Fig. 1: clock wiring as the flow saved it
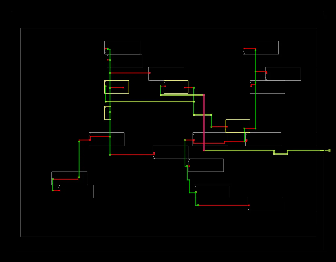
Fig. 2: cells colored by class
Drawn at 6 px/um. Fill, decap, tap and diode cells in gray.
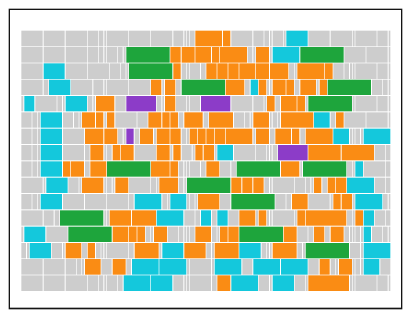
Fig. 3: clock wires, drivers and flops
Drawn at 10 px/um.
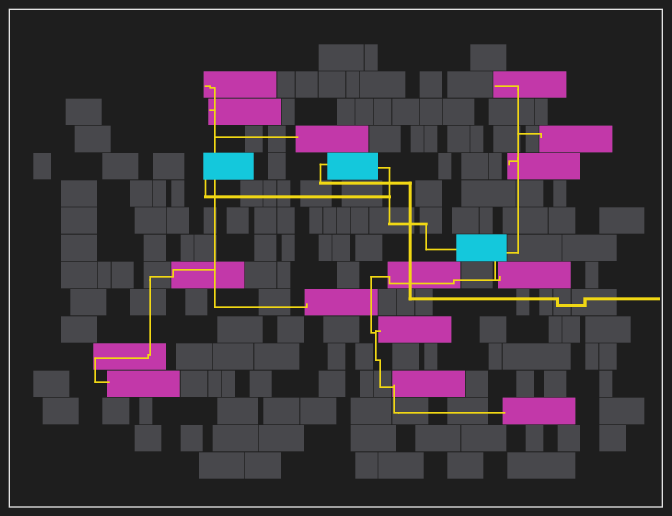
Fig. 4: cell area per tile
Drawn at 4 px/um. 7 x 5 tiles, from black (low) to pale yellow (high), 0 to 100% covered.
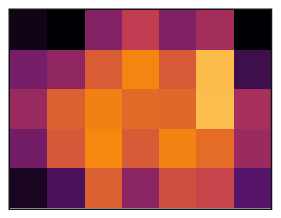
Fig. 5: layout detail
Window x 20 to 45, y 12 to 37 um. Cells in gray, sequential cells in the stronger gray; small squares are vias.
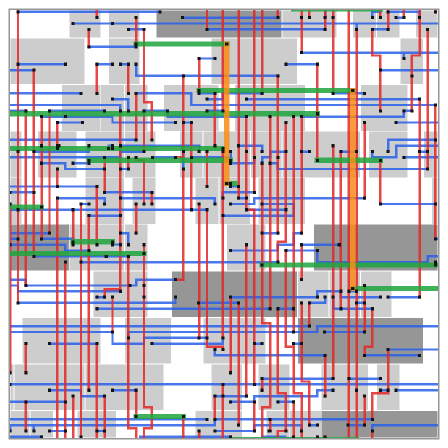
Design mod12_cmd_arbiter, sky130hd; sources not shown.
==> run summary <==
Reports from this run.

- The detailed-route wire length reads approximately 3.2 mm.
- The tally of max-capacitance violations reads 0.
- In this run the worst hold path is classified as flop to flop.
- The nature of the critical path startpoint is a flop.
- The most instantiated library cell after synthesis reads sky130_fd_sc_hd__dfxtp_1.
- The vias per cell reads between 5 and 6.
- The synthesized netlist was found by Yosys to have ~140 cells.
- The area fraction in full adders, half adders and majority gates reads 0.0700.
- In the final report, the number of pins over their slew limit comes to 0.
- The count of library flops with an enable pin reads 0.
- In this run, the synthesized area fraction spent on xor and xnor cells is recorded as 0.
- The transition time at the pin with the least slew margin is just under 0.5 ns.
- The chip footprint is roughly 3200 um2.
- Per the CTS log, the maximum H-tree level is 1.
- Counting I/O delays and the setup requirement, the final critical path takes between 1.5 and 2 ns.
- The peak supply drop reads approximately 400 uV.
- The peak per-stage delay on the critical path is between 0.3 and 0.4 ns.
- In the layout the commonest cells are sky130_fd_sc_hd__clkdlybuf4s50_1 (16), sky130_fd_sc_hd__dfxtp_1 (15), sky130_fd_sc_hd__dlymetal6s2s_1 (14).
- The run finished with clean final reports.
- The first global-routing pass estimated around 5.0 mm of wire.
- For this run, the number of standard cells in the final layout without fillers is about 210.
- In the final design, more cell area goes to combinational gates than to any other class.
- The analysis attributes to net switching a power of roughly 0.00083 W.
- The maximum clock path buffer count is 2.
- The design has 15 sequential cells.
- After detailed routing, the wire length on met1 is 1.43 mm.
- The commonest cells after synthesis are sky130_fd_sc_hd__dfxtp_1 (15), sky130_fd_sc_hd__nand2_1 (12), sky130_fd_sc_hd__nor2_1 (11).
- The top logic cell family in the synthesized netlist is AND-OR/OR-AND gates.
- The count of buffering cells on the critical path with inverters included is 2.
- The height of the chip is about 50 um.
- The synthesized area per cell reads between 7 and 8 um2.
- The detail route stage leaves a number of antenna-violating nets equal to 0.
- The reported combinational group power reads between 0.001 and 0.0015 W.
- Yosys reported that registers with async set or reset make up 0.
- The internal portion of the total power is 0.00112 W.
- The portion of the layout cell area used by clock cells is 0.0290.
- In this run the critical path is formed by inv_1 > ha_2 > mux2_2 > dlymetal6s2s_1.
- The repair_antennas step left the layout with diodes totalling 0.
- The share of power burned in combinational logic is 0.574.
- The HPWL reported at the end of detailed placement reads between 2 and 2.5 mm.
- In this run the cell area measured after placement is approximately 1500 um2.
- STA shows the worst reg2reg path with a cell count of 7.
- The buffer share of cell area reads 0.260.
- The design draws approximately 0.0019 W.
- The fmax reads about 570 MHz.
- Along the worst path, the maximum fanout reaches 4.
- The worst setup slack after placement reads -0.648 ns.
- The final routed wire length divided by cell count reads approximately 15 um.
- The leakage power in the latest report is 0.797 nW.
- The layout buffer count excluding clock buffers reads between 40 and 50.
- The count of distinct cell types in the synthesized netlist is 35.
- The relative area change from synthesis to final layout reads 45.0%.
- The share of total power in sequential cells reads 0.284.
- The net count entering floorplan is around 160.
- The routability-driven placement congestion ratio reads between 0.8 and 0.9.
- Post-synthesis, Yosys gives the total cell area as 1070 um2.
- The final design was reported to hold multi-input combinational gates totalling between 100 and 150.
- The multi-input gate share of total cell area is 0.465.
- In the post-synthesis netlist, the biggest area contributors are sky130_fd_sc_hd__dfxtp_1 (28%), sky130_fd_sc_hd__ha_1 (7.0%), sky130_fd_sc_hd__a211oi_1 (5.6%).
- The number of antenna violations at the first check in global routing reads 0.
- The met3 demand-to-capacity share in global routing reads 0.0594.
- In the log, the iteration count for the first detailed-route pass is 4.
- The count of clock-net buffers in the final layout is 4.
- The global-route met2 utilization is 0.321.
- Setup repair after global routing could not meet its margin everywhere.
- Registers take ~300 um2.
- The signal arrival time at the worst endpoint is ~1.5 ns.
- The net count of the finished layout is around 200.
- The switching portion of total power comes to 0.425.
- The register clock-pin slew on the reported worst setup and hold paths is about 0.060 ns.
- The required time at the worst endpoint is listed as between 1.5 and 2 ns.
- The most numerous logic cell after layout reads sky130_fd_sc_hd__clkdlybuf4s50_1.
- The number of global-route vias before repair was around 1100.
- The horizontal die dimension is between 60 and 70 um.
- The sequential cell power is ~0.00055 W.
- Signal nets in the final route climb as high as met4.
- The clock tree root buffer cell is sky130_fd_sc_hd__clkbuf_8.
- The DRC violation count after routing reads 0.
- The met3 layer wire length in the routed design reads about 230 um.
- The number of buffers added on ports is 35.
- The synthesis stat section lists a flop and latch total of 15.
- The aggregate negative setup slack is 0 ns.
- Of the post-synthesis cell area, the part taken by muxes is 0.0898.
- The main power-consuming group reads combinational cells.
- The number of signal-net inverters in the final layout reads 10.
- The final timing summary puts the cycle share of the worst path at 0.983.
- The final report lists the setup-violating endpoint count as 0.
- The depth of the critical timing path with buffers and inverters included is 4.
- In this run the count of I/O pins placed on the die edge is 37.
- The category of the worst setup path capture point is an output port.
- The post-synth design cell area is 1070 um2.
- The violation count after the first detailed-route iteration is around 50.
- In the final report, the number of hold violations comes to 0.
- The well-tap cell count is 36.
- The largest area contributor in the netlist is sky130_fd_sc_hd__dfxtp_1.
- The clock tree from TritonCTS is done.
- After layout, the worst setup slack is between 0.03 and 0.04 ns.
- The Yosys step of the flow raised 0 warnings.
- The pin count of the biggest net entering global routing is 11.
- The AND-OR/OR-AND share of the synthesized area reads 0.259.
- The worst hold path passes through 2 cells.
- The total number of warnings across the stage logs is 31.
- The library cell contributing the largest single delay on the critical path reads sky130_fd_sc_hd__dfxtp_1.
- The fraction of met1 tracks used by global routing reads 0.268.
- The layer flagged by global routing as most heavily used is met2.
- The number of instances in the synthesized netlist is around 140.
- The share of the yosys chip area belonging to registers reads 0.280.
- The filler cell count is 275.
- The all-layer global routing usage is 0.200.
- The simple logic cell fraction of the synthesized area reads 0.229.
- The commonest register cell after synthesis reads sky130_fd_sc_hd__dfxtp_1.
- The classification of the worst setup path reads flop to output port.
- The fraction of final layout cells sized beyond drive strength 1 is 0.144.
- Final hold analysis gives a worst-case slack of around 0.47 ns.
- The remaining max-slew budget at the tightest pin is 0.679.
- The slack of the worst reg-to-reg path is around 0.090 ns.
- Power spread over the standard cell area amounts to 1250 nW/um2.
- The number of instances in the placed design reads about 200.
- The area of combinational cells with multiple inputs is ~720 um2.
- The total number of vias reads 1165.
Back to the opening pictures, Fig. 1:
TritonCTS Sinks: 15
total clock network power: 0.000276 W
source-to-sink clock delay at the later pin of the worst-skew pair: 0.25 ns
total clock buffers created by CTS: 3

Back to the opening pictures, Fig. 2:
| color | class | cells | share of their area |
|---|---|---|---|
| orange | all other logic | 113 | 50% |
| cyan | other buffers and delay cells | 42 | 27% |
| purple | clock drivers and dummy loads | 4 | 3.0% |
| green | flops | 15 | 20% |
cell area after layout: 1560 um2
total core area: 2680 um2
Seq area share: 0.193
number of rows created at floorplan: 16

Back to the opening pictures, Fig. 3:
[yellow] clock wires | length: 227 um
[cyan] cells driving clock nets | count: 3
[magenta] flip-flops | count: 15
routed clock nets: 4
relative contribution of the clock network to total power: 0.142
post-route clock skew: 0.00151 ns

Back to the opening pictures, Fig. 4:
nearly empty tiles: 5.7%
mean over tiles: 47%
densest ninth of the die: center
tiles over 75% full: 5.7%
emptiest ninth of the die: north-west
fraction of the core area occupied by cells at floorplan: 0.400
utilization of the core after routing: 0.580

Back to the opening pictures, Fig. 5:
| color | layer |
|---|---|
| red | met2 |
| blue | met1 |
| orange | met4 |
| green | met3 |
sequential cells in the window: 5
cells with their middle in the window: 58
most frequent: nor2_1 (8), o21ai_0 (6)

Power is estimated from default activity; no workload was simulated.
